**src/rtl/iris_pkg.sv**
```systemverilog
// Shared iris definitions: operation encodings and default datapath width.
// Latency: n/a (constants only).
// Backpressure: n/a.
package iris_pkg;

  localparam int IRIS_DATA_WIDTH = 24;

  localparam logic [1:0] MODE_PAIR = 2'd0;
  localparam logic [1:0] MODE_RUN  = 2'd1;
  localparam logic [1:0] MODE_DIFF = 2'd2;
  localparam logic [1:0] MODE_PASS = 2'd3;

endpackage

```
**src/rtl/iris_sync_fifo.sv**
```systemverilog
// Generic synchronous FIFO with registered count, full/empty and a flush input.
// Latency: a pushed entry is readable at the head on the next cycle.
// Backpressure: pushes while full and pops while empty are ignored; flush wins over both.
module iris_sync_fifo #(
  parameter int WIDTH = 8,
  parameter int DEPTH = 4
) (
  input  logic                     clk,
  input  logic                     rst_n,
  input  logic                     flush,
  input  logic                     push,
  input  logic [WIDTH-1:0]         push_dat,
  input  logic                     pop,
  output logic [WIDTH-1:0]         pop_dat,
  output logic                     full,
  output logic                     empty,
  output logic [$clog2(DEPTH):0]   count
);

  localparam int AW = $clog2(DEPTH);

  logic [WIDTH-1:0] mem [DEPTH];
  logic [AW-1:0]    wr_ptr;
  logic [AW-1:0]    rd_ptr;
  logic             push_ok;
  logic             pop_ok;

  assign full    = (count == (AW+1)'(DEPTH));
  assign empty   = (count == '0);
  assign push_ok = push && !full && !flush;
  assign pop_ok  = pop && !empty && !flush;
  assign pop_dat = mem[rd_ptr];

  // Storage array; contents are only meaningful where count says so, so no reset.
  always_ff @(posedge clk) begin
    if (push_ok) mem[wr_ptr] <= push_dat;
  end

  // Pointers wrap naturally because DEPTH is a power of two.
  always_ff @(posedge clk or negedge rst_n) begin
    if (!rst_n) begin
      wr_ptr <= '0;
      rd_ptr <= '0;
      count  <= '0;
    end else if (flush) begin
      wr_ptr <= '0;
      rd_ptr <= '0;
      count  <= '0;
    end else begin
      if (push_ok) wr_ptr <= wr_ptr + 1'b1;
      if (pop_ok)  rd_ptr <= rd_ptr + 1'b1;
      case ({push_ok, pop_ok})
        2'b10:   count <= count + 1'b1;
        2'b01:   count <= count - 1'b1;
        default: count <= count;
      endcase
    end
  end

endmodule

```
**src/rtl/iris_stream_acc.sv**
```systemverilog
// Streaming accumulate/combine engine: per-beat PAIR/RUN/DIFF/PASS against held prev/acc state.
// Latency: result enters the output FIFO in the accept cycle, visible one cycle later when empty.
// Backpressure: in_ready drops when the FIFO count reaches depth or clr is high; no path from out_ready.
module iris_stream_acc
  import iris_pkg::*;
#(
  parameter int DATA_WIDTH = IRIS_DATA_WIDTH,
  parameter int FIFO_DEPTH = 4,
  parameter int SAT_EN     = 1,
  parameter int CNT_WIDTH  = 16
) (
  input  logic                  clk,
  input  logic                  rst_n,
  input  logic                  in_valid,
  output logic                  in_ready,
  input  logic [DATA_WIDTH-1:0] in_data,
  input  logic                  in_last,
  input  logic [1:0]            mode,
  input  logic                  clr,
  output logic                  out_valid,
  input  logic                  out_ready,
  output logic [DATA_WIDTH-1:0] out_data,
  output logic                  out_last,
  output logic                  ovf,
  output logic [CNT_WIDTH-1:0]  sample_count
);

  localparam int CW = $clog2(FIFO_DEPTH) + 1;

  logic                  rdy_q;
  logic [DATA_WIDTH-1:0] prev;
  logic [DATA_WIDTH-1:0] acc;
  logic [DATA_WIDTH:0]   ext;
  logic                  is_sub;
  logic                  ovf_hit;
  logic [DATA_WIDTH-1:0] res;
  logic                  accept;
  logic                  fifo_full;
  logic                  fifo_empty;
  logic [CW-1:0]         fifo_count;
  logic [DATA_WIDTH:0]   head;

  assign in_ready  = rdy_q && !fifo_full && !clr;
  assign accept    = in_valid && in_ready;
  assign out_valid = (fifo_count != '0);
  assign out_data  = fifo_empty ? '0 : head[DATA_WIDTH-1:0];
  assign out_last  = fifo_empty ? 1'b0 : head[DATA_WIDTH];

  // Holds in_ready low until the first clock edge after reset release.
  always_ff @(posedge clk or negedge rst_n) begin
    if (!rst_n) rdy_q <= 1'b0;
    else        rdy_q <= 1'b1;
  end

  // Combine at DATA_WIDTH+1 bits; the top bit is carry (add) or borrow (DIFF).
  always_comb begin
    ext    = '0;
    is_sub = 1'b0;
    case (mode)
      MODE_PAIR: ext = {1'b0, in_data} + {1'b0, prev};
      MODE_RUN:  ext = {1'b0, acc} + {1'b0, in_data};
      MODE_DIFF: begin
        ext    = {1'b0, in_data} - {1'b0, prev};
        is_sub = 1'b1;
      end
      default:   ext = {1'b0, in_data};
    endcase
    ovf_hit = ext[DATA_WIDTH];
    res     = ext[DATA_WIDTH-1:0];
    if (ovf_hit && (SAT_EN != 0)) res = is_sub ? '0 : '1;
  end

  // Held state; clr outranks any beat, in_last restarts the frame after the beat.
  always_ff @(posedge clk or negedge rst_n) begin
    if (!rst_n) begin
      prev         <= '0;
      acc          <= '0;
      ovf          <= 1'b0;
      sample_count <= '0;
    end else if (clr) begin
      prev         <= '0;
      acc          <= '0;
      ovf          <= 1'b0;
      sample_count <= '0;
    end else if (accept) begin
      prev         <= in_last ? '0 : in_data;
      if (in_last)               acc <= '0;
      else if (mode == MODE_RUN) acc <= res;
      ovf          <= ovf | ovf_hit;
      sample_count <= sample_count + 1'b1;
    end
  end

  iris_sync_fifo #(
    .WIDTH (DATA_WIDTH + 1),
    .DEPTH (FIFO_DEPTH)
  ) u_fifo (
    .clk      (clk),
    .rst_n    (rst_n),
    .flush    (clr),
    .push     (accept),
    .push_dat ({in_last, res}),
    .pop      (out_valid && out_ready),
    .pop_dat  (head),
    .full     (fifo_full),
    .empty    (fifo_empty),
    .count    (fifo_count)
  );

endmodule
```
**config.mk**
```make
export PLATFORM = sky130hd
export DESIGN_NAME = iris_stream_acc
export DESIGN_NICKNAME = d
export VERILOG_FILES = /design/src/rtl/iris_pkg.sv /design/src/rtl/iris_sync_fifo.sv /design/src/rtl/iris_stream_acc.sv
export SDC_FILE = /design/constraint.sdc
export NUM_CORES = 1
export LEC_CHECK = 0
export CAP_MARGIN = 20
export CORE_UTILIZATION = 59
export CTS_BUF_LIST = sky130_fd_sc_hd__clkbuf_4 sky130_fd_sc_hd__clkbuf_8 sky130_fd_sc_hd__clkbuf_16
export DETAILED_ROUTE_END_ITERATION = 10
export PLACE_DENSITY_LB_ADDON = 0.2
export SLEW_MARGIN = 40
export SYNTH_ARGS = -nofsm -noshare
export SYNTH_HDL_FRONTEND = slang
export SYNTH_SLANG_ARGS = --single-unit
export TNS_END_PERCENT = 1
```
**constraint.sdc**
```tcl
create_clock -name clk -period 5.7 [get_ports clk]
set_input_delay 0.855 -clock clk [delete_from_list [all_inputs] [get_ports clk]]
set_output_delay 0.855 -clock clk [all_outputs]
set_load 0.03 [all_outputs]
```
**Placement density heat map**

13 x 13 tiles, from dark blue (low) to red (high), 0 to 100% covered.
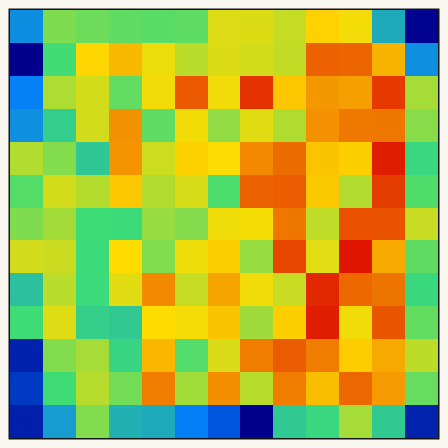
1.8% of the tiles are nearly empty. The mean over all tiles is 65%. The emptiest ninth of the die: bottom left.
final core occ: 70.6%
Std-Cell Core Area: 16500 sq um

**Signal wires by layer**

Bar = 50 microns.
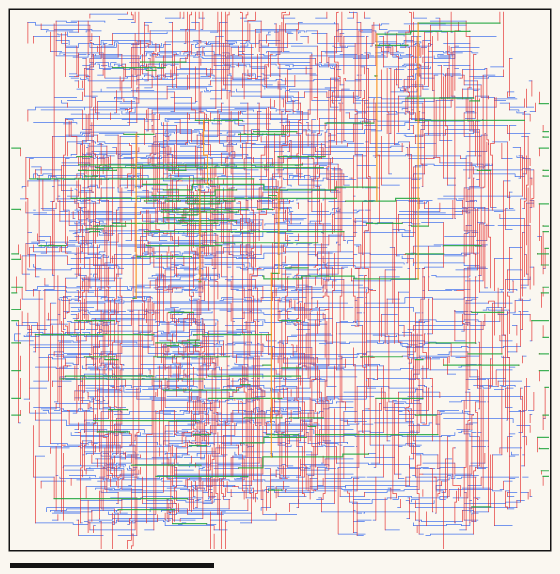
Red marks met2, wire length 11400 microns. Blue marks met1, wire length 11400 microns. Orange marks met4, wire length 248 microns. Green marks met3, wire length 1510 microns.

**Routing congestion map**

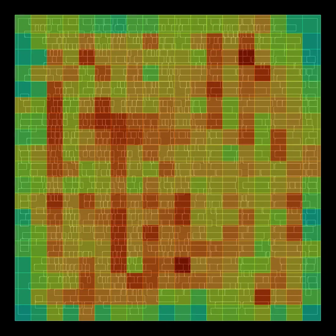
routing usage on met1: 42.9%
Routed wire per std cell: 20.1 microns

**Clock wires, drivers and flops**

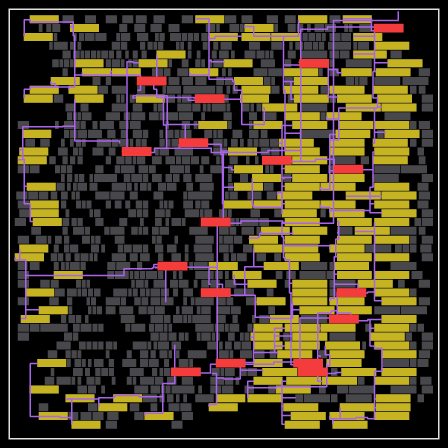
Yellow marks flip-flops, count 173. Purple marks clock wires, length 1950 microns. Red marks cells driving clock nets, count 17.
There are 18 routed clock nets. Position of the flops: spread over the die.

==> notes.md <==
• finished clean — result of the run
• 31 — warning total across the stage logs
• 0.0702 ns — pre-CTS WS
• 0.821 ns — actual slew at the worst max-slew pin
• 46.2% — met2 track utilization from global routing
• 8.62% — non-clock buffering overhead in the final layout
• 0 — number of buffers inserted to repair setup after CTS
• 16.9% — synthesized-area fraction occupied by ao, oa, aoi and oai cells
• flop — Worst setup SP type
• 0 — total setup violations reported at the end of the flow
• 48.4% — Synth Seq Share
• 19 — count of clock-net buffers in the final layout
• primary input to async pin — HP Class
• 0 — antenna violations before repair
• sky130_fd_sc_hd__edfxtp_1 — top cell type by instance count after synthesis
• 0 — number of synthesis warnings
• flop to flop — type of the worst setup path
• 9980 sq um — synthesized cell area
• 0 — maximum capacitance violations
• 11700 sq um — Design Area, Final
• 0 — Final Hold Vio Count
• acc[6] — reg2reg start
• 107 — number of non-clock buffers in the layout
• 29.5% — global routing usage summed across all routing layers
• or4_4, or4_4, nor3_4, or2b_1, xnor2_1, o32ai_1, a21oi_1, ha_1, a21o_1, a21oi_1, o21ai_0, a221o_1, o211ai_2, nand2_1, buf_4, nor2b_1 — Cell Chain, Critical Path
• 0.58 ns — peak per-stage delay on the critical path
• 30.1% — fraction of post-synthesis cell area in the top cell type by area
• combinational gates — biggest cell category by area in the final layout
• sky130_fd_sc_hd__edfxtp_1 (30%), sky130_fd_sc_hd__dfrtp_1 (18%), sky130_fd_sc_hd__mux4_2 (5.6%) — leading post-synthesis cells by cell area
• 0 — detailed-route DRC error count
• 4.96% — ClkCell Share
• 25 — number of inverters outside the clock class in the layout
• 11100 sq um — Area after DPL
• 2 — Clock Tree Buf Depth
• 17700 microns — detailed-placement wirelength estimate
• 74 — maximum number of pins on one net before global-route repair
• 662 — number of multi-input logic gates
• 3.01 mW — cell-internal power
• 1510 microns — wire length on met3
• 7141 — via count of the first global-routing pass
• 5.91 ns — required time at the endpoint of the critical path
• 0.0101 ns — setup skew after layout
• 5.69% — met3 routing resource usage after global routing
• 4 — H-tree level count
• sky130_fd_sc_hd__edfxtp_1 (100), sky130_fd_sc_hd__nor2_1 (92), sky130_fd_sc_hd__dfrtp_1 (73) — most numerous cell types in the synthesized netlist
• 95.1% — final clock period utilization by the worst path
• 903 — Post-Syn Instances
• u_fifo.mem x100, acc x24, prev x24 — registers with the most flip-flops
• 0 — Resized cells post-CTS
• simple AND/OR/NAND/NOR gates — critical path's top delay family
• 37.8% — switching power share of the total
• 173 — seq_cells
• 0.432 ns — worst hold slack after final layout
• 0 — number of diodes
• 39200 microns — wire length of the first global-routing pass
• 17 — number of buffers inserted during clock tree synthesis
• 24500 microns — WL final
• 2.11 mW — combinational-cell power consumption
• simple AND/OR/NAND/NOR gates — Largest logic family
• sky130_fd_sc_hd__edfxtp_1 (100), sky130_fd_sc_hd__nor2_1 (90), sky130_fd_sc_hd__clkdlybuf4s50_1 (74), sky130_fd_sc_hd__dfrtp_1 (71), sky130_fd_sc_hd__nand2_1 (65) — top library cells by usage in the layout, fill and taps aside
• 16 — Worst Reg-to-Reg Cells
• 173 — Sink Count
• 100 — Largest register FFs
• 173 — synthesized flop and latch total
• 9980 sq um — post-synth area from yosys stat
• 7534 — detailed-route via count
• 415 nW/um^2 — pwr/cell area
Power is estimated from default activity; no workload was simulated.
